zoom.png
Window x 43 to 73, y 67 to 97 um. Cells in grey, sequential cells in the stronger grey; small squares are vias.
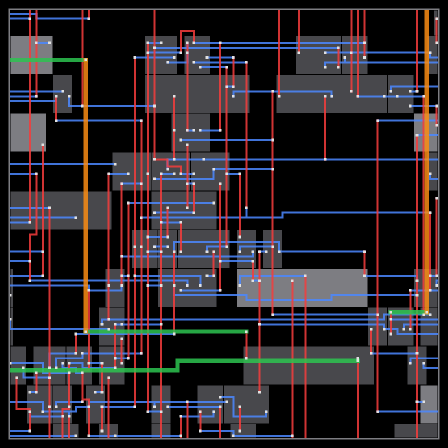
final_congestion.png
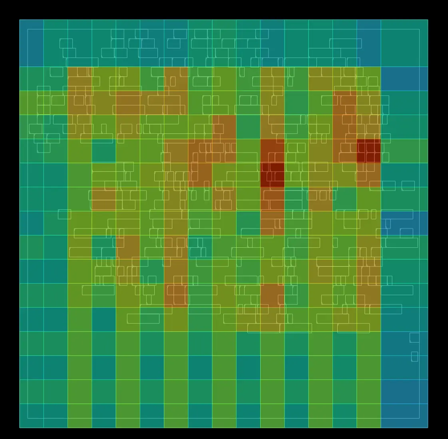
**src/rtl/uart_tx_arbiter_pkg.sv**
```systemverilog
// Shared definitions for the three-requester UART transmit arbiter.
package uart_tx_arbiter_pkg;

    localparam int NREQ       = 3;
    localparam int DATA_BITS  = 8;
    localparam int FRAME_BITS = 10;

    typedef enum logic [1:0] {
        ST_IDLE  = 2'd0,
        ST_START = 2'd1,
        ST_DATA  = 2'd2,
        ST_STOP  = 2'd3
    } tx_state_e;

    // Clock cycles per serial bit; never below one so the counters stay sane.
    function automatic int calc_period(input int clk_freq, input int baud);
        return ((clk_freq / baud) < 1) ? 1 : (clk_freq / baud);
    endfunction

    // (p + k) mod 3 for requester indices.
    function automatic logic [1:0] add_mod3(input logic [1:0] p, input logic [1:0] k);
        logic [2:0] s;
        s = {1'b0, p} + {1'b0, k};
        return (s >= 3'd3) ? 2'(s - 3'd3) : s[1:0];
    endfunction

endpackage

```
**src/rtl/uart_tx_shift.sv**
```systemverilog
// 8N1 serialiser: start bit, 8 data bits LSB first, stop bit, PERIOD cycles each.
// A load presented in the final STOP cycle chains straight into the next START.
module uart_tx_shift
    import uart_tx_arbiter_pkg::*;
#(
    parameter int PERIOD = 1250
) (
    input  logic       clk,
    input  logic       rst_n,
    input  logic       load_i,
    input  logic [7:0] data_i,
    output logic       tx_o,
    output logic       done_o,
    output logic       idle_o
);

    localparam int CW = (PERIOD > 1) ? $clog2(PERIOD) : 1;

    tx_state_e     state_q, state_d;
    logic [CW-1:0] cnt_q, cnt_d;
    logic [2:0]    bit_q, bit_d;
    logic [7:0]    shreg_q, shreg_d;
    logic          tx_q, tx_d;
    logic          done_s;
    logic          period_end_s;

    assign period_end_s = (cnt_q == CW'(PERIOD - 1));
    assign tx_o         = tx_q;
    assign done_o       = done_s;
    assign idle_o       = (state_q == ST_IDLE);

    // Frame sequencing, bit timing and the registered line level.
    always_comb begin
        state_d = state_q;
        cnt_d   = cnt_q;
        bit_d   = bit_q;
        shreg_d = shreg_q;
        done_s  = 1'b0;
        tx_d    = 1'b1;
        case (state_q)
            ST_IDLE: begin
                cnt_d = {CW{1'b0}};
                bit_d = 3'd0;
                if (load_i) begin
                    state_d = ST_START;
                    shreg_d = data_i;
                end else begin
                    state_d = ST_IDLE;
                end
            end
            ST_START: begin
                if (period_end_s) begin
                    state_d = ST_DATA;
                    cnt_d   = {CW{1'b0}};
                    bit_d   = 3'd0;
                end else begin
                    cnt_d = cnt_q + CW'(1);
                end
            end
            ST_DATA: begin
                if (period_end_s) begin
                    cnt_d   = {CW{1'b0}};
                    shreg_d = {1'b1, shreg_q[7:1]};
                    if (bit_q == 3'(DATA_BITS - 1)) begin
                        state_d = ST_STOP;
                    end else begin
                        bit_d = bit_q + 3'd1;
                    end
                end else begin
                    cnt_d = cnt_q + CW'(1);
                end
            end
            ST_STOP: begin
                if (period_end_s) begin
                    done_s = 1'b1;
                    cnt_d  = {CW{1'b0}};
                    if (load_i) begin
                        state_d = ST_START;
                        shreg_d = data_i;
                    end else begin
                        state_d = ST_IDLE;
                    end
                end else begin
                    cnt_d = cnt_q + CW'(1);
                end
            end
            default: begin
                state_d = ST_IDLE;
                cnt_d   = {CW{1'b0}};
                bit_d   = 3'd0;
            end
        endcase
        case (state_d)
            ST_START: tx_d = 1'b0;
            ST_DATA:  tx_d = shreg_d[0];
            default:  tx_d = 1'b1;
        endcase
    end

    // State register; reset drives the line idle-high at once.
    always_ff @(posedge clk or negedge rst_n) begin
        if (!rst_n) begin
            state_q <= ST_IDLE;
            cnt_q   <= {CW{1'b0}};
            bit_q   <= 3'd0;
            shreg_q <= 8'h00;
            tx_q    <= 1'b1;
        end else begin
            state_q <= state_d;
            cnt_q   <= cnt_d;
            bit_q   <= bit_d;
            shreg_q <= shreg_d;
            tx_q    <= tx_d;
        end
    end

endmodule

```
**src/rtl/uart_tx_arbiter.sv**
```systemverilog
// Round-robin arbiter feeding one UART transmitter from three requesters.
// A byte without LAST locks the line to its owner until LAST or a stall timeout.
module uart_tx_arbiter
    import uart_tx_arbiter_pkg::*;
#(
    parameter int CLK_FREQ     = 12000000,
    parameter int BAUD         = 9600,
    parameter int LOCK_TIMEOUT = 16
) (
    input  logic                 CLK,
    input  logic                 RESETN,
    input  logic [NREQ-1:0]      REQ_VALID,
    input  logic [8*NREQ-1:0]    REQ_DATA,
    input  logic [NREQ-1:0]      REQ_LAST,
    output logic [NREQ-1:0]      REQ_READY,
    output logic                 TX,
    output logic                 BUSY
);

    localparam int PERIOD     = calc_period(CLK_FREQ, BAUD);
    localparam int TMO_CYCLES = LOCK_TIMEOUT * PERIOD;
    localparam int TW         = $clog2(TMO_CYCLES + 1);

    logic          lock_q, lock_d;
    logic [1:0]    owner_q, owner_d;
    logic [1:0]    ptr_q, ptr_d;
    logic [TW-1:0] tmo_q, tmo_d;

    logic          sh_idle_s, sh_done_s;
    logic          stall_s, tmo_hit_s, eff_lock_s;
    logic [1:0]    eff_ptr_s, cand_s;
    logic          grant_vld_s;
    logic [1:0]    grant_idx_s;
    logic [NREQ-1:0] ready_s;
    logic [7:0]    data_sel_s;
    logic          last_sel_s;

    uart_tx_shift #(.PERIOD(PERIOD)) u_shift (
        .clk    (CLK),
        .rst_n  (RESETN),
        .load_i (grant_vld_s),
        .data_i (data_sel_s),
        .tx_o   (TX),
        .done_o (sh_done_s),
        .idle_o (sh_idle_s)
    );

    // Owner idle-stall detection; on expiry the lock drops in the same cycle
    // so another requester can be granted immediately.
    assign stall_s    = lock_q && sh_idle_s && !REQ_VALID[owner_q];
    assign tmo_hit_s  = stall_s && (tmo_q == TW'(TMO_CYCLES - 1));
    assign eff_lock_s = lock_q && !tmo_hit_s;
    assign eff_ptr_s  = tmo_hit_s ? add_mod3(owner_q, 2'd1) : ptr_q;

    // Grant selection: owner only while locked, else first valid from the pointer.
    always_comb begin
        grant_vld_s = 1'b0;
        grant_idx_s = 2'd0;
        cand_s      = 2'd0;
        if (RESETN && (sh_idle_s || sh_done_s)) begin
            if (eff_lock_s) begin
                if (REQ_VALID[owner_q]) begin
                    grant_vld_s = 1'b1;
                    grant_idx_s = owner_q;
                end else begin
                    grant_vld_s = 1'b0;
                end
            end else begin
                for (int k = 0; k < NREQ; k++) begin
                    cand_s = add_mod3(eff_ptr_s, 2'(k));
                    if (!grant_vld_s && REQ_VALID[cand_s]) begin
                        grant_vld_s = 1'b1;
                        grant_idx_s = cand_s;
                    end else begin
                        grant_vld_s = grant_vld_s;
                    end
                end
            end
        end else begin
            grant_vld_s = 1'b0;
        end
    end

    // Accept strobe and the selected requester's byte and LAST flag.
    always_comb begin
        ready_s = {NREQ{1'b0}};
        if (grant_vld_s) begin
            ready_s[grant_idx_s] = 1'b1;
        end else begin
            ready_s = {NREQ{1'b0}};
        end
        data_sel_s = REQ_DATA[{grant_idx_s, 3'b000} +: 8];
        last_sel_s = REQ_LAST[grant_idx_s];
    end

    assign REQ_READY = ready_s;
    assign BUSY      = !sh_idle_s || lock_q;

    // Lock, owner, pointer and stall-timer updates.
    always_comb begin
        lock_d  = lock_q;
        owner_d = owner_q;
        ptr_d   = ptr_q;
        if (stall_s && !tmo_hit_s) begin
            tmo_d = tmo_q + TW'(1);
        end else begin
            tmo_d = {TW{1'b0}};
        end
        if (tmo_hit_s) begin
            lock_d = 1'b0;
            ptr_d  = eff_ptr_s;
        end else begin
            lock_d = lock_q;
        end
        if (grant_vld_s) begin
            owner_d = grant_idx_s;
            lock_d  = !last_sel_s;
            if (last_sel_s) begin
                ptr_d = add_mod3(grant_idx_s, 2'd1);
            end else begin
                ptr_d = ptr_d;
            end
        end else begin
            owner_d = owner_q;
        end
    end

    // Arbitration state register.
    always_ff @(posedge CLK or negedge RESETN) begin
        if (!RESETN) begin
            lock_q  <= 1'b0;
            owner_q <= 2'd0;
            ptr_q   <= 2'd0;
            tmo_q   <= {TW{1'b0}};
        end else begin
            lock_q  <= lock_d;
            owner_q <= owner_d;
            ptr_q   <= ptr_d;
            tmo_q   <= tmo_d;
        end
    end

endmodule

```
**config.mk**
```make
export PLATFORM = sky130hd
export DESIGN_NAME = uart_tx_arbiter
export DESIGN_NICKNAME = d
export VERILOG_FILES = /design/src/rtl/uart_tx_arbiter_pkg.sv /design/src/rtl/uart_tx_shift.sv /design/src/rtl/uart_tx_arbiter.sv
export SDC_FILE = /design/constraint.sdc
export NUM_CORES = 1
export LEC_CHECK = 0
export CORE_MARGIN = 2
export CORE_UTILIZATION = 24
export CTS_CLUSTER_SIZE = 25
export DETAILED_ROUTE_END_ITERATION = 12
export PLACE_DENSITY = 0.44
export SYNTH_ARGS = -nofsm -noshare
export SYNTH_HDL_FRONTEND = slang
export SYNTH_SLANG_ARGS = --single-unit
```
**constraint.sdc**
```tcl
create_clock -name CLK -period 11.9 [get_ports CLK]
set_input_delay 2.38 -clock CLK [delete_from_list [all_inputs] [get_ports CLK]]
set_output_delay 2.38 -clock CLK [all_outputs]
set_load 0.01 [all_outputs]
```
==> impl_metrics.yaml <==
# synthesis and place-and-route metrics
run_status:
  status: "finished, final reports clean"
timing:
  setup_violations: 0
  worst_slack_ns: 2.93
  period_used_share: 0.754
  worst_slew_pin_slew_ns: 0.620
  slew_viol_final: 0
  clock.fmax_mhz: 111
  hold_slack_ns: 0.494
  hold_viol: 0
  rsz0062_at_grt: "false"
  period_needed_ns: 8.97
  tns_ns: 0
  max-slew-margin-rel: 0.585
logic_synthesis:
  adder_share: 0.0490
  yosys_warnings: 0
  synth_async_sr_flop_share: 1.00
  top_cell: "nor2_1"
  ys_cells: 315
  topCellsByArea: "dfrtp_1 (36%), nor2_1 (5.8%), ha_1 (4.9%)"
  ys_seq_share: 0.368
  top_cells_by_count: "nor2_1 (47), dfrtp_1 (44), nand3_1 (19)"
  ys_area_um2: 3060
  top_area_cell: "dfrtp_1"
  synth_area_per_cell_um2: 9.72
  mux_area_frac: 0.0576
  ys_sh_xor: 0.0658
  syn_area_um2: 3060
  ys_sh_simple: 0.260
  aoi_share: 0.170
  synth_cell_type_count: 75
  synthFlopType: "dfrtp_1"
  syn_inst: 315
  synth_nets: 359
  synthTopLogicFamily: "simple AND/OR/NAND/NOR gates"
hold_path:
  hold_path.startpoint: "u_shift.bit_q[0]"
  holdPathEnd: "u_shift.bit_q[0]"
  hold_path.class: "reg -> reg"
  worstHoldPathCells: 1
route:
  drc: 0
  dr_wl_met2_um: 3240
  drt-met1-wl_um: 3570
  viasPerCell: 4.59
  drt_wl_total_um: 7100
  highest_layer: "met4"
  wl_per_cell_um: 13.4
  drt_iter0_drc: 88
  vias: 2429
  drt_first_pass_iters: 4
  final_antenna_net_count: 0
final_layout:
  fill_cells: 1363
  numSequentialCells: 45
  buf_share: 0.102
  dominant_cells: "logic gates"
  non_clock_buffer_count: 40
  fin_cells: 529
  antenna_cells: 0
  design_area_um2: 3800
  seq-cell-share: 0.297
  logic_gate_count: 252
  final_util: 0.303
  comb-cell-share: 0.486
  logic_area_um2: 1840
  area_delta_synth_final_pct: 23.9
  nClkBuffers: 5
  clock_area_frac: 0.0452
  ff_latch_area_um2: 1130
pwr:
  p_leak_nw: 1.56
  internal-power_w: 0.000264
  pwr-share-seq: 0.457
  vdd_drop_max_mv: 0.0745
  power-top-group: "clock"
  clock_power_share: 0.480
  switching_share: 0.209
  pg_clk_w: 0.000160
  p_comb_w: 0.0000211
  switchingPower_w: 0.0000700
  cellPowerDensity_nw_per_um2: 88.1
  combPwrFrac: 0.063
  p_total_w: 0.000334
  pg_seq_w: 0.000153
clock_tree:
  clock_latency_ns: 0.29
  cts_resized: 0
  cts_tree: "done"
  ctsRootBufferMaster: "clkbuf_16"
  htreeDepth: 2
  cts.path.max_buffers: 2
  numCtsBuffers: 5
  clock-sinks: 45
  clk_pin_slew_ns: 0.06
grt:
  grt_pass1_wl_um: 12300
  met1_usage: 0.154
  overflow: 0
  antenna_found_initial: 0
  globalRoute.busiestLayer: "met2"
  grt_max_degree: 48
  grt_pass1_vias: 2507
floorplanning:
  die_y_um: 117
  fp.dieW_um: 117
  core_area_um2: 12500
  chip_area_um2: 13700
  initCoreUtil: 0.245
  nWellTaps: 172
  io_pins: 37
  rows: 41
worst_setup_path:
  start_kind: "input port"
  timing.rr.end: "ptr_q[1]"
  critPathKind: "in -> out"
  reg2reg_from: "tmo_q[0]"
  cp.arrival_ns: 6.59
  cp_max_fo: 12
  rrSetupSlack_ns: 7.81
  end_kind: "output port"
  rr_worst_depth: 15
  required_ns: 9.52
placed_design:
  dpl_cell_area_um2: 3620
  gp_routability_congestion: 0.787
  hpwlAfterDp_um: 5260
  preCtsSetupSlack_ns: 2.94
  place_inst: 521
run:
  warnings: 30
  drv_cap: 0
About zoom.png:
- blue: met1
- orange: met4
- green: met3
- red: met2
- netlist names of flops here include: u_shift.shreg_q (1)
- most frequent: nor2_1 (7)
- sequential cells in the window: 1
- cells with their middle in the window: 39

About final_congestion.png:
total track usage: 0.112
met3 usage: 0.0216
GR Util met2: 0.181

## registers in the layout (all words and copies together) (netlist names)
register,count
lock_q,1
owner_q,2
ptr_q,2
tmo_q,15
u_shift.bit_q,3
u_shift.cnt_q,11
u_shift.shreg_q,8
u_shift.state_q,2
u_shift.tx_o,1
## critical path: stages
cell	delay, ns
clkdlybuf4s50_1	0.63
nand2b_1	0.17
a22o_2	0.31
nand2_4	0.12
mux2_2	0.37
ha_1	0.37
a22oi_1	0.29
nand3_1	0.15
a211oi_2	0.33
a211oi_4	0.10
o221a_4	0.32
nor2_8	0.18
inv_8	0.08
ha_1	0.18
and2_1	0.13
clkdlybuf4s50_1	0.47
## how the worst max path moves through the flow
| stage | cells after the start | startpoint | endpoint | slack (ns) |
|---|---|---|---|---|
| after floorplan | 14 | REQ_VALID[1] | REQ_READY[0] | 4.26 |
| after global placement | 16 | REQ_VALID[2] | REQ_READY[0] | 3.03 |
| after detailed placement | 16 | REQ_VALID[1] | REQ_READY[1] | 2.94 |
| after CTS | 16 | REQ_VALID[1] | REQ_READY[1] | 2.93 |
| after global routing | 16 | REQ_VALID[1] | REQ_READY[1] | 2.66 |
| final | 16 | REQ_VALID[2] | REQ_READY[1] | 2.93 |
## layout by cell type, fill, tap and decap left out, types with 5 or more instances in the layout
cell / n
a211oi_1: 8
a21oi_1: 7
and3_1: 8
clkbuf_16: 5
clkdlybuf4s50_1: 35
dfrtp_1: 44
ha_1: 12
inv_1: 10
mux2i_1: 12
nand2_1: 16
nand3_1: 19
nand4_1: 8
nor2_1: 47
nor2b_1: 5
o211ai_1: 5
o21ai_0: 8
o22ai_1: 5
xnor2_1: 13
xor2_1: 10
No activity file was given, so power comes from the tool's default toggle rates.
